[src/rtl/conv2d_transpose_stream.sv]
// conv2d_transpose_stream: streaming 2x2/stride-2 transposed convolution (decoder upsampler).
//   Accepts one input pixel (IN_CH channel beats) at a time and emits 4*OUT_CH tagged results
//   per pixel, ordered kc fastest, then kr, then oc. There are no frame buffers.
// Ports:
//   clk, rst                         rising-edge clock, synchronous active-high reset
//   start, relu_en                   frame start pulse (honoured in IDLE); ReLU select latched on start
//   in_data/in_valid/in_ready        input sample stream, channel-fastest, then col, then row
//   w_we/w_addr/w_data               weight write, addr = ((oc*2+kr)*2+kc)*IN_CH+ic (ignored while busy)
//   b_we/b_addr/b_data               bias write per output channel (ignored while busy)
//   out_data/out_row/out_col/out_ch  result and its output-map tag
//   out_valid/out_ready              output handshake; out_* hold until accepted
//   busy, done, sat_flag             frame active, end-of-frame pulse, sticky saturation flag
module conv2d_transpose_stream #(
   parameter int IN_H = 16,
   parameter int IN_W = 16,
   parameter int IN_CH = 8,
   parameter int OUT_CH = 4,
   parameter int DATA_WIDTH = 16,
   parameter int FRAC_WIDTH = 8,
   localparam int DW = DATA_WIDTH,
   localparam int WAW = $clog2(OUT_CH * 4 * IN_CH),
   localparam int OCW = OUT_CH > 1 ? $clog2(OUT_CH) : 1,
   localparam int RW = $clog2(2 * IN_H),
   localparam int CW = $clog2(2 * IN_W)
) (
   input  logic           clk,
   input  logic           rst,
   input  logic           start,
   input  logic           relu_en,
   input  logic [DW-1:0]  in_data,
   input  logic           in_valid,
   output logic           in_ready,
   input  logic           w_we,
   input  logic [WAW-1:0] w_addr,
   input  logic [DW-1:0]  w_data,
   input  logic           b_we,
   input  logic [OCW-1:0] b_addr,
   input  logic [DW-1:0]  b_data,
   output logic [DW-1:0]  out_data,
   output logic [RW-1:0]  out_row,
   output logic [CW-1:0]  out_col,
   output logic [OCW-1:0] out_ch,
   output logic           out_valid,
   input  logic           out_ready,
   output logic           busy,
   output logic           done,
   output logic           sat_flag
);
   localparam int ICW = IN_CH > 1 ? $clog2(IN_CH) : 1;
   localparam int AW = 2 * DW + $clog2(IN_CH) + 1;
   localparam logic signed [AW:0] MAX_V = (AW+1)'((1 << (DW - 1)) - 1);
   localparam logic signed [AW:0] MIN_V = ~MAX_V;

   typedef enum logic [2:0] {IDLE, LOAD, MAC, EMIT, DONE} state_t;

   state_t state, state_n;
   logic [ICW-1:0] ic;
   logic kr, kc;
   logic [OCW-1:0] oc;
   logic [RW-1:0] row;
   logic [CW-1:0] col;
   logic relu_q;
   logic signed [DW-1:0] pix [IN_CH];
   logic signed [DW-1:0] w_mem [OUT_CH*4*IN_CH];
   logic signed [DW-1:0] b_mem [OUT_CH];
   logic signed [AW-1:0] acc, acc_base, acc_n;
   logic signed [2*DW-1:0] prod;
   logic signed [AW:0] res;
   logic signed [DW-1:0] sat_v, res_v;
   logic [WAW-1:0] w_idx;
   logic last_ic, last_k, last_px, clip_hi, clip_lo;

   assign last_ic = ic == ICW'(IN_CH - 1);
   assign last_k = kc && kr && oc == OCW'(OUT_CH - 1);
   assign last_px = row == RW'(IN_H - 1) && col == CW'(IN_W - 1);
   assign w_idx = WAW'(((int'(oc) * 2 + int'(kr)) * 2 + int'(kc)) * IN_CH + int'(ic));
   assign prod = pix[ic] * w_mem[w_idx];
   assign acc_base = ic == '0 ? '0 : acc;
   assign acc_n = acc_base + AW'(prod);
   // Arithmetic shift truncates toward -inf; bias is aligned to the same Q format.
   assign res = (AW+1)'(acc_n >>> FRAC_WIDTH) + (AW+1)'(b_mem[oc]);
   assign clip_hi = res > MAX_V;
   assign clip_lo = res < MIN_V;
   assign sat_v = clip_hi ? MAX_V[DW-1:0] : clip_lo ? MIN_V[DW-1:0] : res[DW-1:0];
   assign res_v = relu_q && sat_v[DW-1] ? '0 : sat_v;
   assign out_row = (row << 1) | RW'(kr);
   assign out_col = (col << 1) | CW'(kc);
   assign out_ch = oc;

   always_ff @(posedge clk)
      state <= rst ? IDLE : state_n;

   always_comb begin
      state_n = state;
      in_ready = 1'b0;
      out_valid = 1'b0;
      busy = 1'b0;
      done = 1'b0;
      case (state)
         IDLE: state_n = start ? LOAD : IDLE;
         LOAD: begin
            in_ready = 1'b1;
            busy = 1'b1;
            state_n = in_valid && last_ic ? MAC : LOAD;
         end
         MAC: begin
            busy = 1'b1;
            state_n = last_ic ? EMIT : MAC;
         end
         EMIT: begin
            out_valid = 1'b1;
            busy = 1'b1;
            state_n = !out_ready ? EMIT : !last_k ? MAC : last_px ? DONE : LOAD;
         end
         DONE: begin
            done = 1'b1;
            state_n = IDLE;
         end
         default: state_n = IDLE;
      endcase
   end

   always_ff @(posedge clk) begin
      if (rst) begin
         ic <= '0;
         kr <= 1'b0;
         kc <= 1'b0;
         oc <= '0;
         row <= '0;
         col <= '0;
         relu_q <= 1'b0;
         sat_flag <= 1'b0;
         out_data <= '0;
         acc <= '0;
      end else begin
         if (state == IDLE && start) begin
            ic <= '0;
            kr <= 1'b0;
            kc <= 1'b0;
            oc <= '0;
            row <= '0;
            col <= '0;
            relu_q <= relu_en;
            sat_flag <= 1'b0;
         end
         if (state == LOAD && in_valid)
            ic <= last_ic ? '0 : ic + 1'b1;
         if (state == MAC) begin
            acc <= acc_n;
            ic <= last_ic ? '0 : ic + 1'b1;
            if (last_ic) begin
               out_data <= res_v;
               sat_flag <= sat_flag | clip_hi | clip_lo;
            end
         end
         // Tag counters advance only on the handshake so out_* stay stable under backpressure.
         if (state == EMIT && out_ready) begin
            kc <= !kc;
            kr <= kr ^ kc;
            if (kc && kr)
               oc <= last_k ? '0 : oc + 1'b1;
            if (last_k) begin
               col <= col == CW'(IN_W - 1) ? '0 : col + 1'b1;
               if (col == CW'(IN_W - 1))
                  row <= last_px ? '0 : row + 1'b1;
            end
         end
      end
   end

   always_ff @(posedge clk) begin
      if (state == LOAD && in_valid)
         pix[ic] <= in_data;
      if (w_we && !busy)
         w_mem[w_addr] <= w_data;
      if (b_we && !busy)
         b_mem[b_addr] <= b_data;
   end
endmodule

[config.mk]
export PLATFORM = sky130hd
export DESIGN_NAME = conv2d_transpose_stream
export DESIGN_NICKNAME = d
export VERILOG_FILES = /design/src/rtl/conv2d_transpose_stream.sv
export SDC_FILE = /design/constraint.sdc
export NUM_CORES = 2
export LEC_CHECK = 0
export CORE_ASPECT_RATIO = 0.9
export CORE_MARGIN = 2
export CORE_UTILIZATION = 50
export CTS_CLUSTER_DIAMETER = 200
export DETAILED_ROUTE_END_ITERATION = 10
export GPL_TIMING_DRIVEN = 0
export PLACE_DENSITY_LB_ADDON = 0.08
export REMOVE_ABC_BUFFERS = 1
export SLEW_MARGIN = 15
export SYNTH_ARGS = -nofsm -noshare
export SYNTH_HDL_FRONTEND = slang
export SYNTH_SLANG_ARGS = --single-unit
[constraint.sdc]
create_clock -name clk -period 26.1 [get_ports clk]
set_clock_uncertainty 0.2 [all_clocks]
set_input_delay 5.22 -clock clk [delete_from_list [all_inputs] [get_ports clk]]
set_output_delay 5.22 -clock clk [all_outputs]
set_load 0.05 [all_outputs]
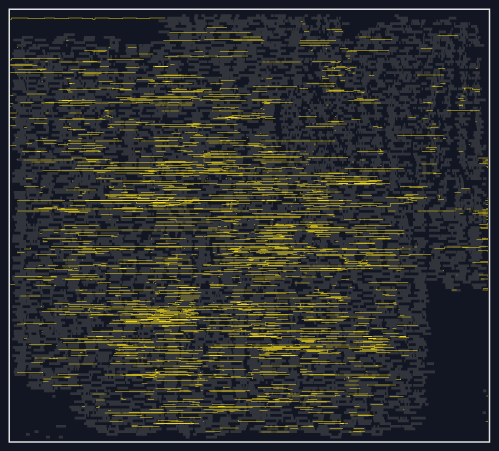
*Signal wires on met3*
Scale: 1 px per micron. Cells faint in the background.
701 nets have wire on it. The wires run mostly horizontal.
M3 GR Usage: 0.0512
sum of routed wire length over all layers: 305 mm
total vias in the final route: 61827

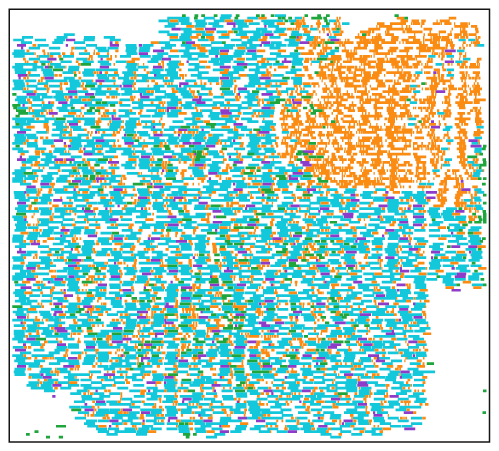
*Cell classes on the final placement*
Scale: 1 px per micron.
clock drivers and dummy loads: marked purple, cells 413, share of their area 6.4%. combinational and other logic: marked orange, cells 4128, share of their area 28%. sequential cells: marked cyan, cells 2317, share of their area 60%. remaining buffers and delay cells: marked green, cells 388, share of their area 5.4%.
post-route cell area: 117000 sq um
row count: 156
fraction of area in registers: 0.587
Std-Cell Core Area: 201000 sq um

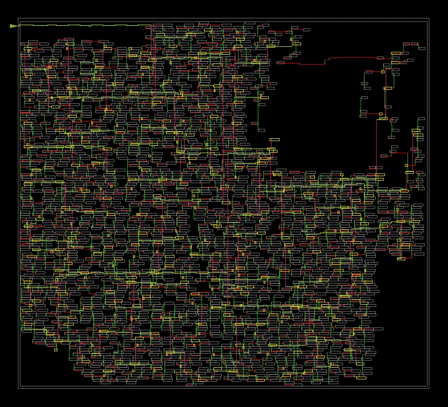
*Clock wiring as the flow saved it*
clock tree buffer count of the final layout: 274
clock group total power: 0.00324 W
clk latency late pin: 0.89 ns
total clock buffers created by CTS: 224
count of sequential standard cells: 2317

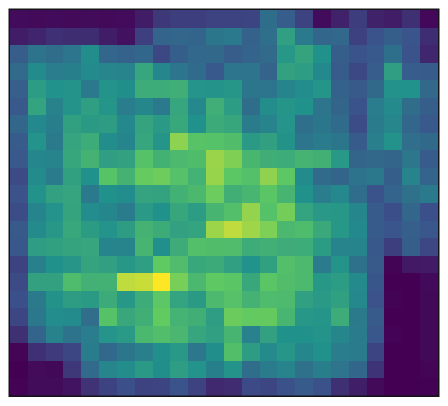
*Signal metal coverage by tile*
24 x 22 tiles, from dark purple (low) to yellow (high), scaled to the fullest tile. Values are wire area over tile area, all layers added.
The emptiest ninth of the die: lower right. The mean over all tiles is 0.24. 42% of the tiles are over half the peak. 3.8% of the tiles are nearly empty. The fullest tile reaches 0.56. The densest ninth of the die: centre.
GRT Util Overall: 0.295
wire per inst: 30.7 microns

per-layer routing:
layer  up-vias  wire [microns]  track usage
met4         2            8190       0.0792
met5         -              13            0
met1     32084          128000        0.430
li1      26349               -            -
met2      2954          142000        0.459
met3       438           27200       0.0512
power groups by stage:
stage | clock, W | combinational [W] | sequential [W]
after floorplan | 0 | 0.00643 | 0.00418
after global placement | 0 | 0.00830 | 0.00420
after detailed placement | 0 | 0.00847 | 0.00417
after CTS | 0.00327 | 0.00853 | 0.00409
after global routing | 0.00341 | 0.00947 | 0.00409
final | 0.00324 | 0.00858 | 0.00409
state kept, by name (all words and copies together) (netlist names), named ones only:
| signal | cells |
|---|---|
| acc | 36 |
| out_ch | 2 |
| kr | 1 |
| w_mem | 2048 |
| state | 3 |
| sat_flag | 1 |
| ic | 3 |
| b_mem | 64 |
| row | 5 |
| pix | 128 |
| col | 5 |
| out_data | 16 |
| kc | 1 |
| relu_q | 1 |
tightest hold or removal path: cells and delay by family, from the launching register on:
kind,cells,cell delay (ns)
AND-OR/OR-AND,1,0.05
flip-flops,1,0.31
AND/OR/NAND/NOR,1,0.05
logic make-up (layout without fill, tap and decap cells):
| group | after synthesis | after routing |
|---|---|---|
| flip-flops | 2317 | 2317 |
| AND-OR/OR-AND | 1475 | 1475 |
| AND/OR/NAND/NOR | 1387 | 1387 |
| buffers and inverters | 787 | 1189 |
| adder cells (fa/ha/maj) | 457 | 457 |
| multiplexers | 362 | 362 |
| XOR/XNOR | 59 | 59 |
| other | 0 | 2 |
cell type report:
cell class | count | area, sq um
sequential | 2317 | 68800
timing repair buffer | 388 | 6180
tap | 2686 | 3360
antenna | 2 | 5.00
clock buffer | 274 | 5850
inverter | 388 | 1460
fill | 15451 | 83900
clock inverter | 139 | 1430
multi-input combinational | 3740 | 30200
==> results_dict.tcl <==
# yosys + openroad results
set metrics [dict create \
    gp_routability_congestion 0.853 \
    grt_max_degree 105 \
    r2r_start "ic[2]" \
    holdPathEnd "acc[5]" \
    p_sw_frac 0.416 \
    ys.flop_type "edfxtp_1" \
    critical_path_slowest_stage_cell "and2_1" \
    place_worst_setup_slack_ns 9.78 \
    cts_tree "done" \
    antenna_found_initial 7 \
    power.share.clock 0.204 \
    grt_overflow_total 0 \
    vdd_drop_max_v 0.000429 \
    slew_headroom 0.210 \
    worst-r2r-setup-slack_ns 9.69 \
    post_synth_most_frequent_cells "edfxtp_1 (2240), nand2_1 (493), nor2_1 (458)" \
    port-buffer-count 97 \
    timing.reg2reg.worst_path_depth 44 \
    antenna_violating_nets_post_route 0 \
    count_of_yosys_warnings_during_synthesis 0 \
    yosys-mux-area-fraction 0.0487 \
    chip_area_sq_um 206000 \
    yosysUniqueCellTypes 83 \
    via_count_of_the_first_global_routing_pass 60449 \
    report.final.hold_viol_count 0 \
    critPathTopFamily "simple AND/OR/NAND/NOR gates" \
    crit_fanout 49 \
    initial_drt_pass_iterations 9 \
    worst_setup_path_endpoint "out_data[14]" \
    layout.cells.most_common_list "edfxtp_1 (2240), nand2_1 (491), a21oi_1 (411), inv_1 (385), a22oi_1 (349)" \
    max_slew.worst_pin.slew_ns 1.15 \
    seq_area_frac_synth 0.679 \
    required_time_of_the_critical_path_ns 26.69 \
    ctsResizeCount 0 \
    synth_simple_gate_area_share 0.0609 \
    die_x_microns 479 \
    critical_path_depth 44 \
    fin_cells 9934 \
    ys_cells 6844 \
    clock_sink_count 2317 \
    crit_path_start "ic[2]" \
    cts.htree.levels 4 \
    boundaryPins 98 \
    arr_time_crit_path_ns 17.00 \
    post_dp_cell_area_sq_um 110000 \
    synth.cellmix.adderShare 0.0797 \
    leakagePower_nw 38.8 \
    avgViaCountPerCell 6.22 \
    first_pass_grt_wire_length_mm 439 \
    worst_setup_path_start_kind "flop" \
    instance_count_of_the_mapped_netlist 6844 \
    finalSetupViolCount 0 \
    pwr-share-comb 0.539 \
    proportion_of_synthesized_flip_flops_having_asynchronous_set_or_reset 0 \
    numPlacedInstances 9519 \
    sequentialPowerShare 0.257 \
    maxCapViolations 0 \
    run_status "completed" \
    syn_avg_cell_area_sq_um 14.8 \
    tool_warnings 34 \
    power_switching_w 0.00661 \
    holdBufCountCts 0 \
    drt_iter0_drc 7765 \
    fin_ws_ns 9.69 \
    worst_hold_slack_ns 0.247 \
    fmax_mhz 60.9 \
    die_extent_in_y_microns 431 \
    place_hpwl_mm 198 \
    post-synth-top-count-cell "edfxtp_1" \
    compound_area_frac 0.0960 \
    top_cells_by_area "edfxtp_1 (66%), fa_1 (6.2%), a22oi_1 (2.6%)" \
    initCoreUtil 0.504 \
    hold_path_class "flop to flop" \
    power_report.internal_total_w 0.00930 \
    worst_setup_hold_path_clk_slew_ns 0.06 \
    post_cts.repair.setup_buffers 0 \
    nets 7581 \
    fin_crit_ns 16.41 \
    synth_largest_type_area_fraction 0.663 \
    setup_cp_type "flop to flop" \
    layout-drive-gt1-share 0.144 \
    reg2reg_to "out_data[14]" \
    final.period_utilization 0.629 \
    pwr_dens_nw_per_um2 136 \
    utilization 0.583 \
    rsz0062_at_grt "false" \
    hp-start "acc[5]" \
    clockRootBuffer "clkbuf_16" \
    number_of_enable_type_register_cells_in_the_synthesized_netlist 2240 \
    synth_area_sq_um 101000 \
    synth_area_leader_cell "edfxtp_1" \
    ys_ff 2317 \
    whs_path_depth 2 \
    endpoint_kind "flop" \
    final_max_slew_viol_count 0 \
    logic_family "AND-OR/OR-AND gates" \
    clk_path_buf_depth 3 \
    synth_xor_xnor_area_share 0.00531 \
    yosys_area_sq_um 101000 \
    final_common_cell "edfxtp_1" \
    worst-path-buf-inv 10 \
    tns_ns 0 \
    timing.critical_path.slowest_cell_delay_ns 0.97 \
    post-route-drc-count 0 \
    area_delta_synth_final_pct 15.7 \
    design_power_total_w 0.0159 \
]
No activity file was given, so power comes from the tool's default toggle rates.
